===== config.mk =====
export PLATFORM = sky130hd
export DESIGN_NAME = uart_tx
export DESIGN_NICKNAME = d
export VERILOG_FILES = /design/src/rtl/uart_tx.sv
export SDC_FILE = /design/constraint.sdc
export NUM_CORES = 1
export LEC_CHECK = 0
export ABC_AREA = 1
export CAP_MARGIN = 30
export CORE_MARGIN = 2
export CORE_UTILIZATION = 50
export DETAILED_ROUTE_END_ITERATION = 8
export GPL_ROUTABILITY_DRIVEN = 0
export GPL_TIMING_DRIVEN = 0
export PLACE_DENSITY_LB_ADDON = 0.1
export REMOVE_ABC_BUFFERS = 1
export SKIP_CTS_REPAIR_TIMING = 1
export SYNTH_ARGS = -nofsm -noshare
export SYNTH_HDL_FRONTEND = slang
export SYNTH_SLANG_ARGS = --single-unit

===== constraint.sdc =====
create_clock -name clk -period 4.2 [get_ports clk]
set_clock_uncertainty 0.15 [all_clocks]
set_input_delay 0.42 -clock clk [delete_from_list [all_inputs] [get_ports clk]]
set_output_delay 0.42 -clock clk [all_outputs]
set_load 0.1 [all_outputs]

===== src/rtl/uart_tx.sv =====
// 8N1 UART transmitter with valid/ready byte input and back-to-back framing.
// Define UART_TX_PARITY_EN to insert an even-parity bit between the data and stop bits.
module uart_tx #(
   parameter int unsigned CLKS_PER_BIT = 35,
   parameter int unsigned STOP_BITS    = 1
) (
   input  logic       clk,
   input  logic       rst,
   input  logic       in_valid,
   output logic       in_ready,
   input  logic [7:0] in_data,
   output logic       tx,
   output logic       busy,
   output logic       frame_done
);

   localparam int unsigned BaudW = (CLKS_PER_BIT > 1) ? $clog2(CLKS_PER_BIT) : 1;
   localparam logic [BaudW-1:0] BaudLast = BaudW'(CLKS_PER_BIT - 1);
   localparam logic [3:0] StopLast = 4'(STOP_BITS - 1);

   typedef enum logic [2:0] {
      StIdle   = 3'd0,
      StStart  = 3'd1,
      StData   = 3'd2,
`ifdef UART_TX_PARITY_EN
      StParity = 3'd3,
`endif
      StStop   = 3'd4
   } state_e;

   state_e           state_q, state_d;
   logic [BaudW-1:0] baud_q, baud_d;
   logic [3:0]       bit_q, bit_d;
   logic [7:0]       shift_q, shift_d;
   logic             tx_q, tx_d;
   logic             busy_q, busy_d;
   logic             done_q, done_d;
`ifdef UART_TX_PARITY_EN
   logic             parity_q, parity_d;
`endif

   logic baud_wrap;
   logic last_stop;
   logic accept;

   assign baud_wrap = (baud_q == BaudLast);
   assign last_stop = (state_q == StStop) && baud_wrap && (bit_q == StopLast);
   assign in_ready  = (state_q == StIdle) || last_stop;
   assign accept    = in_valid && in_ready;

   always_comb begin
      state_d  = state_q;
      baud_d   = baud_q + 1'b1;
      bit_d    = bit_q;
      shift_d  = shift_q;
`ifdef UART_TX_PARITY_EN
      parity_d = parity_q;
`endif
      case (state_q)
         StIdle: begin
            baud_d = '0;
            bit_d  = '0;
         end
         StStart: begin
            if (baud_wrap) begin
               state_d = StData;
               baud_d  = '0;
               bit_d   = '0;
            end
         end
         StData: begin
            if (baud_wrap) begin
               baud_d  = '0;
               shift_d = {1'b0, shift_q[7:1]};
               if (bit_q == 4'd7) begin
`ifdef UART_TX_PARITY_EN
                  state_d = StParity;
`else
                  state_d = StStop;
`endif
                  bit_d   = '0;
               end else begin
                  bit_d = bit_q + 4'd1;
               end
            end
         end
`ifdef UART_TX_PARITY_EN
         StParity: begin
            if (baud_wrap) begin
               state_d = StStop;
               baud_d  = '0;
               bit_d   = '0;
            end
         end
`endif
         StStop: begin
            if (baud_wrap) begin
               baud_d = '0;
               if (bit_q == StopLast) begin
                  state_d = StIdle;
                  bit_d   = '0;
               end else begin
                  bit_d = bit_q + 4'd1;
               end
            end
         end
         default: begin
            state_d = StIdle;
            baud_d  = '0;
            bit_d   = '0;
         end
      endcase

      // Accept overrides the IDLE/STOP decisions above, giving zero-gap back-to-back frames.
      if (accept) begin
         state_d  = StStart;
         baud_d   = '0;
         bit_d    = '0;
         shift_d  = in_data;
`ifdef UART_TX_PARITY_EN
         parity_d = ^in_data;
`endif
      end

      case (state_d)
         StStart:  tx_d = 1'b0;
         StData:   tx_d = shift_d[0];
`ifdef UART_TX_PARITY_EN
         StParity: tx_d = parity_d;
`endif
         default:  tx_d = 1'b1;
      endcase

      busy_d = (state_d != StIdle);
      // Look ahead so the registered pulse lines up with the last stop cycle itself.
      done_d = (state_d == StStop) && (baud_d == BaudLast) && (bit_d == StopLast);
   end

   always_ff @(posedge clk or posedge rst) begin
      if (rst) begin
         state_q  <= StIdle;
         baud_q   <= '0;
         bit_q    <= '0;
         shift_q  <= '0;
         tx_q     <= 1'b1;
         busy_q   <= 1'b0;
         done_q   <= 1'b0;
`ifdef UART_TX_PARITY_EN
         parity_q <= 1'b0;
`endif
      end else begin
         state_q  <= state_d;
         baud_q   <= baud_d;
         bit_q    <= bit_d;
         shift_q  <= shift_d;
         tx_q     <= tx_d;
         busy_q   <= busy_d;
         done_q   <= done_d;
`ifdef UART_TX_PARITY_EN
         parity_q <= parity_d;
`endif
      end
   end

   assign tx         = tx_q;
   assign busy       = busy_q;
   assign frame_done = done_q;

endmodule


Run 1, selected gate families:
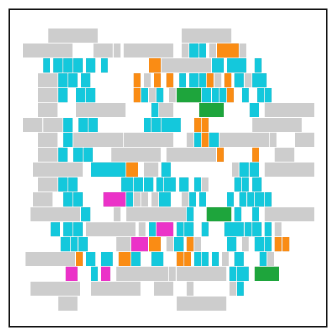
[orange] NOR gates | cells: 23 | most used: nor2_1
[cyan] NAND gates | cells: 106 | most used: nand3_1
[magenta] inverting AOI/OAI gates | cells: 5
[green] adder and majority cells | cells: 4 | most used: ha_1
final instance count without filler cells: 239
Commonest Layout Cell: nand3_1
logic share of the area: 0.430

Run 1, cells coloured by class:
The bar under the picture is 20 um long. Fill, decap, tap and diode cells in grey.
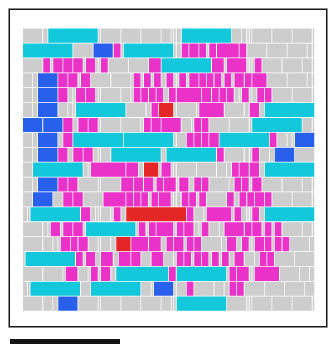
[blue] other buffers and delay cells | cells: 14
[red] clock drivers and dummy loads | cells: 4
[cyan] flops | cells: 24
[magenta] all other logic | cells: 166

Run 1, the metal 2 layer:
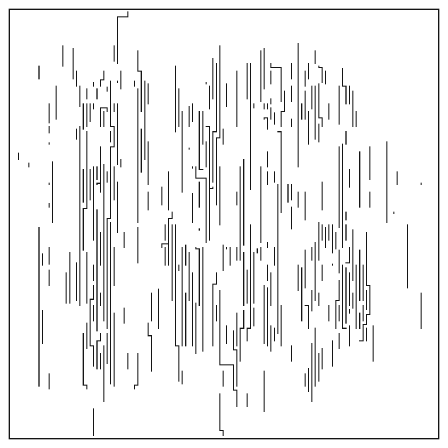
nets with wire on the layer: 184
wire length on this layer: 1,380 um
main direction: vertical
share of all routed wire: 48%
longest straight run: 24.1 um

Run 1, clock routing:
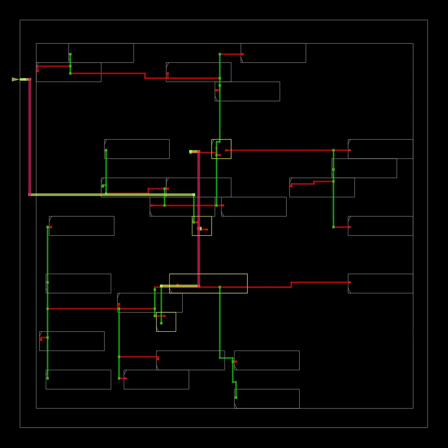
Sink Count: 24
clk_lat worst skew: 0.32 ns
CLK BUF: 3
total CTS buffers: 3

-- run 1: path summary, 6_finish.rpt --
path	start	end	cells past startpoint
hold reg to reg	shift_q[7]	shift_q[7]	2
setup / recovery	baud_q[0]	in_ready	7
min in group asynchronous	rst	shift_q[7]	2
hold / removal	shift_q[7]	shift_q[7]	2
setup reg to reg	baud_q[0]	frame_done	11
max in group asynchronous	rst	bit_q[1]	2
-- run 1: report_power, final --
part	switching [mW]	internal [mW]
clock	0.0750	0.0966
combinational	0.00658	0.00812
sequential	0	0.231
-- run 1: layer usage --
metal  global-route usage  wire [um]  vias up  part of all wire
met2                0.343       1380       34              0.48
met1                0.246       1330      609              0.46
met3               0.0379        125        7             0.043
met5                    0          0        -                 0
met4               0.0731         46        0             0.016
li1                     -          -      649                 -
-- run 1: through the flow --
stage / total power, mW / cells / area, um2 / utilization / worst slack [ns]
global placement: 0.250 / 235 / 1590 / 0.578 / 0.764
global route: 0.431 / 239 / 1650 / 0.597 / 0.184
finish: 0.417 / 239 / 1650 / 0.597 / 0.374
CTS: 0.421 / 239 / 1650 / 0.597 / 0.377
floorplan: 0.239 / 190 / 1420 / - / 1.44
detailed placement: 0.251 / 235 / 1590 / 0.578 / 0.774
-- run 1: worst min-delay path: cells and delay by family (launching register included) --
kind / cells / cell delay, ns
flops: 1 / 0.37
simple gates: 2 / 0.12
-- run 1: layout make-up --
type | count | area [um2] | share of cell area
multi-input combinational | 138 | 708 | 0.430
sequential | 24 | 602 | 0.366
timing repair buffer | 14 | 140 | 0.0851
inverter | 28 | 105 | 0.0638
tap | 31 | 38.8 | 0.0236
clock inverter | 1 | 30.0 | 0.0182
clock buffer | 3 | 22.5 | 0.0137
-- run 1: registers in the layout, indices dropped and copies added, names as in the netlist --
register,flops
tx,1
baud_q,6
bit_q,4
busy,1
shift_q,8
frame_done,1
state_q,3
-- run 1: kinds of logic (layout without fill, tap and decap cells) --
group	count (synthesis)	count (layout)	synth area share
and+or+nand+nor	129	129	0.428
buffers and inverters	32	46	0.0919
DFF	24	24	0.417
AOI/OAI and AO/OA	5	5	0.0278
adders and majority gates	4	4	0.0347
-- run 1: placed cells by master (no fill, tap or decap) --
cell type	instances
inv_2	6
inv_1	22
ha_1	4
a21oi_2	1
nand3b_1	1
dfstp_2	1
nand2_2	6
nor2_4	1
nand2_1	44
a21boi_2	1
nor4_1	1
bufinv_16	1
clkdlybuf4s50_1	14
nand4_1	1
a31oi_1	1
nand3_2	3
nand3_1	50
nor2_1	18
o21ai_2	1
nor2_2	3
clkbuf_4	3
o21ai_0	1
dfrtp_1	23
nand3_4	1
==> impl_metrics.json, run 1 <==
{
  "postRouteAntennaNets": 0,
  "dieArea_mm2": 0.00333,
  "top_area_cell": "dfrtp_1",
  "path_clk_slew_ns": 0.14,
  "rsz0062_at_grt": "false",
  "design.core.area_mm2": 0.00276,
  "cts-root-buf": "clkbuf_4",
  "outcome": "finished clean",
  "worst-endpoint-arrival_ns": 3.26,
  "leakagePower_nw": 0.821,
  "drv_cap": 0,
  "reg2reg_slack_ns": 2.01,
  "wl_um": 2880,
  "ir_worst_vdd_v": 0.000169,
  "grt_antenna_before_repair": 0,
  "cts_tree": "done",
  "drt-initial-drc-count": 49,
  "top_cell": "nand3_1",
  "period_minus_slack_ns": 3.83,
  "antenna_cells": 0,
  "io_buffers": 14,
  "num_rows": 19,
  "hold_path_class": "reg2reg",
  "grt_pass1_wl_um": 5190,
  "syn_inst": 194,
  "via_per_inst": 5.44,
  "fmax_mhz": 261,
  "htreeDepth": 1,
  "drive_gt1_frac": 0.135,
  "common_cells": "nand3_1, nand2_1, dfrtp_1, inv_1, nor2_1",
  "finalSetupViolations": 0,
  "die_y_um": 57.7,
  "clk_path_buf_depth": 2,
  "grt_overflow": 0,
  "pwr_density_cell_mw_per_mm2": 254,
  "synth_flops": 24,
  "topCellsByArea": "dfrtp_1, nand3_1, nand2_1",
  "max_stage_delay_ns": 1.21,
  "async_flop_share": 1.00,
  "fin_setup_tns_ns": 0,
  "worst-setup-path-type": "reg2out",
  "syn_area_mm2": 0.00144,
  "holdWs_ns": 0.371,
  "firstDrtPassIters": 4,
  "cp_data_required_time_ns": 3.63,
  "top_cell_area_share": 0.399,
  "fp_util": 0.523,
  "wl_per_cell_um": 12.1,
  "relSlewSlack": 0.350,
  "ys_seq_share": 0.417,
  "hold_viol": 0,
  "place_hpwl_um": 2150,
  "startpoint_type": "flop",
  "syn2layout_area_growth_pct": 14.1,
  "yosysWarnings": 0,
  "tool_warnings": 27,
  "ff_type": "dfrtp_1",
  "yosysCellCount": 194,
  "crit_fanout": 21,
  "grt_use_total": 0.198,
  "finalCritPeriodShare": 0.911,
  "path_buffers": 2,
  "vias": 1299,
  "ys_types": 25,
  "crit_chain": "inv_1, ha_1, nand3_2, nor2_4, nand2_2, a21boi_2, clkdlybuf4s50_1",
  "drc": 0,
  "final_nets": 224,
  "ys_area_mm2": 0.00144,
  "die_w_um": 57.7,
  "n_fill_cell": 243,
  "avgSynthCellArea_um2": 7.44,
  "path_delay_family": "buffers and inverters",
  "edf_count": 0,
  "ioPinCount": 15,
  "grt_max_degree": 25,
  "drv_slew": 0,
  "grt_pass1_vias": 1248,
  "cp_slowest_cell": "clkdlybuf4s50_1",
  "endpoint_kind": "primary output",
  "tightest_slew_ns": 0.972
}
==> run 2: changes to the inputs <==
--- a/config.mk
+++ b/config.mk
@@ -5,7 +5,6 @@
 export SDC_FILE = /design/constraint.sdc
 export NUM_CORES = 1
 export LEC_CHECK = 0
-export ABC_AREA = 1
 export CAP_MARGIN = 30
 export CORE_MARGIN = 2
 export CORE_UTILIZATION = 50
==> constraint.sdc (replaced) <==
create_clock -name clk -period 4.4 [get_ports clk]
set_clock_uncertainty 0.15 [all_clocks]
set_input_delay 0.44 -clock clk [delete_from_list [all_inputs] [get_ports clk]]
set_output_delay 0.44 -clock clk [all_outputs]
set_load 0.1 [all_outputs]
Run 2, cells coloured by class:
The bar under the picture is 20 um long. Fill, decap, tap and diode cells in grey.
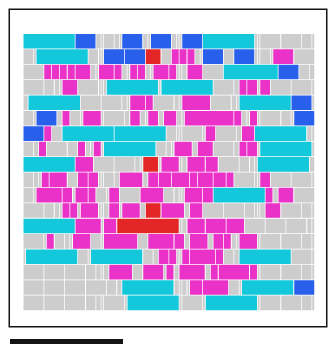
[magenta] all other logic | cells: 104
[red] clock drivers and dummy loads | cells: 4
[blue] other buffers and delay cells | cells: 14
[cyan] flops | cells: 24

==> impl_metrics.json, run 2 <==
{
  "pwr-share-clk": 0.398,
  "finalNonFillerCells": 176,
  "startpoint_type": "flop",
  "period_minus_slack_ns": 3.51,
  "fp_util": 0.533,
  "leakagePower_nw": 0.624,
  "top_cell_area_share": 0.428,
  "finalCritPeriodShare": 0.798,
  "async_flop_share": 1.00,
  "timing.final.ws_setup_ns": 0.891,
  "die_y_um": 55.8,
  "final_nets": 162,
  "cts_buffers": 3,
  "dieArea_mm2": 0.00312,
  "postRouteAntennaNets": 0,
  "rsz0062_at_grt": "false",
  "relSlewSlack": 0.350,
  "mostFrequentLayoutCells": "dfrtp_1, nand2_1, clkdlybuf4s50_1",
  "worst-setup-path-type": "reg2out",
  "ioPinCount": 15,
  "top_cell": "dfrtp_1",
  "p_sw_mw": 0.0764,
  "edf_count": 0,
  "p_int_mw": 0.325,
  "endpoint_kind": "primary output",
  "largest_reg_flops": 8,
  "syn_inst": 133,
  "pwr-share-seq": 0.562,
  "yosysCellCount": 133,
  "ir_worst_vdd_v": 0.000223,
  "ys_types": 46,
  "clock-sinks": 24,
  "drv_cap": 0,
  "drc": 0,
  "htreeDepth": 1,
  "worst-endpoint-arrival_ns": 2.92,
  "post-route-util": 0.608,
  "via_per_inst": 5.63,
  "yosysWarnings": 0,
  "tightest_slew_ns": 0.972,
  "pwr_density_cell_mw_per_mm2": 262,
  "design.core.area_mm2": 0.00252,
  "holdWs_ns": 0.347,
  "ff_type": "dfrtp_1",
  "p_total_mw": 0.402,
  "stdcell_area_mm2": 0.00153,
  "firstDrtPassIters": 4,
  "layout_top_cell": "dfrtp_1",
  "common_cells": "dfrtp_1, nand2_1, nor2_1, inv_1",
  "reg2regPathDepth": 8,
  "finalSetupViolations": 0,
  "cts-root-buf": "clkbuf_4",
  "wl_um": 2390,
  "comb_power_share": 0.040,
  "drv_slew": 0,
  "die_w_um": 55.8,
  "syn_area_mm2": 0.00134,
  "drt-initial-drc-count": 17,
  "regMostFlops": "shift_q",
  "grt_pass1_wl_um": 4420,
  "top_regs": "shift_q x8, baud_q x6, bit_q x4",
  "clk_path_buf_depth": 2,
  "num_rows": 18,
  "outcome": "finished clean",
  "grt_pass1_vias": 1001,
  "grt_max_degree": 25,
  "tool_warnings": 27,
  "ys_area_mm2": 0.00134,
  "vias": 990,
  "grt_overflow": 0,
  "topCellsByArea": "dfrtp_1, nand2_1, ha_1",
  "avgSynthCellArea_um2": 10.1,
  "cts_tree": "done",
  "wl_per_cell_um": 13.6,
  "placedCellCount": 172,
  "crit_fanout": 6,
  "place_ws_ns": 1.24,
  "fin_setup_tns_ns": 0,
  "top_area_cell": "dfrtp_1",
  "place_area_mm2": 0.00148,
  "ys_seq_share": 0.448,
  "io_buffers": 14,
  "cp_data_required_time_ns": 3.81,
  "insertion_delay_ns": 0.32,
  "swShare": 0.190,
  "grt_use_total": 0.174,
  "synth_flops": 24,
  "hold_viol": 0,
  "place_hpwl_um": 1780,
  "fmax_mhz": 285,
  "antenna_cells": 0,
  "syn2layout_area_growth_pct": 14.2,
  "worstHoldPathCells": 2,
  "drive_gt1_frac": 0.116,
  "path_clk_slew_ns": 0.14,
  "grt_antenna_before_repair": 0,
  "hold_path_class": "reg2reg"
}
## run 2: netlist changes by cell type after synthesis, sizes merged, moves of 4 or more
cell	previous run	this run
nand2	50	20
a21oi	1	5
nor2	22	11
inv	28	7
nand3	54	6
a22oi	0	6
## run 2: power by group through the flow
stage	sequential, mW	clock, mW	combinational, mW
2_1_floorplan	0.229	0	0.00609
3_3_place_gp	0.230	0	0.0164
3_5_place_dp	0.230	0	0.0169
4_1_cts	0.226	0.166	0.0169
5_1_grt	0.226	0.172	0.0187
6_report	0.226	0.160	0.0162
## run 2: area by class of cell
type,count,area (um2)
clock buffer,3,22.5
clock inverter,1,30.0
fill,223,988
inverter,7,26.3
multi-input combinational,97,676
sequential,24,602
tap,30,37.5
timing repair buffer,14,140
## run 2: logic make-up after synthesis
logic type / count (synthesis) / synth area share
and+or+nand+nor: 58 / 0.263
AOI/OAI and AO/OA: 28 / 0.156
DFF: 24 / 0.448
buffers and inverters: 12 / 0.0494
xor gates and xnor gates: 5 / 0.0326
adders and majority gates: 4 / 0.0372
muxes: 2 / 0.0149
## run 2: critical path, cell delays in order, from the launching register on
cell             delay [ns]
dfrtp_1                0.45
inv_1                  0.09
ha_1                   0.14
nor2b_2                0.25
a41oi_1                0.23
nor3_1                 0.26
clkdlybuf4s50_1        1.19
## run 2: metal layers
metal,global-route usage,wire length [um],share of wire
met2,0.272,1120,0.47
met4,0.0714,23,0.0096
met5,0,0,0
met1,0.245,1200,0.50
met3,0.0209,42,0.018
## run 2: final timing paths
path	startpoint	endpoint	slack (ns)
worst max-delay path	baud_q[0]	in_ready	0.89
worst min-delay path	shift_q[2]	shift_q[2]	0.35
worst max register to register	baud_q[0]	frame_done	2.03
worst min register to register	shift_q[2]	shift_q[2]	0.35
max in group asynchronous	rst	baud_q[4]	3.12
min in group asynchronous	rst	baud_q[2]	0.43
Power figures rest on the tool's default switching activity, not on a simulated workload.
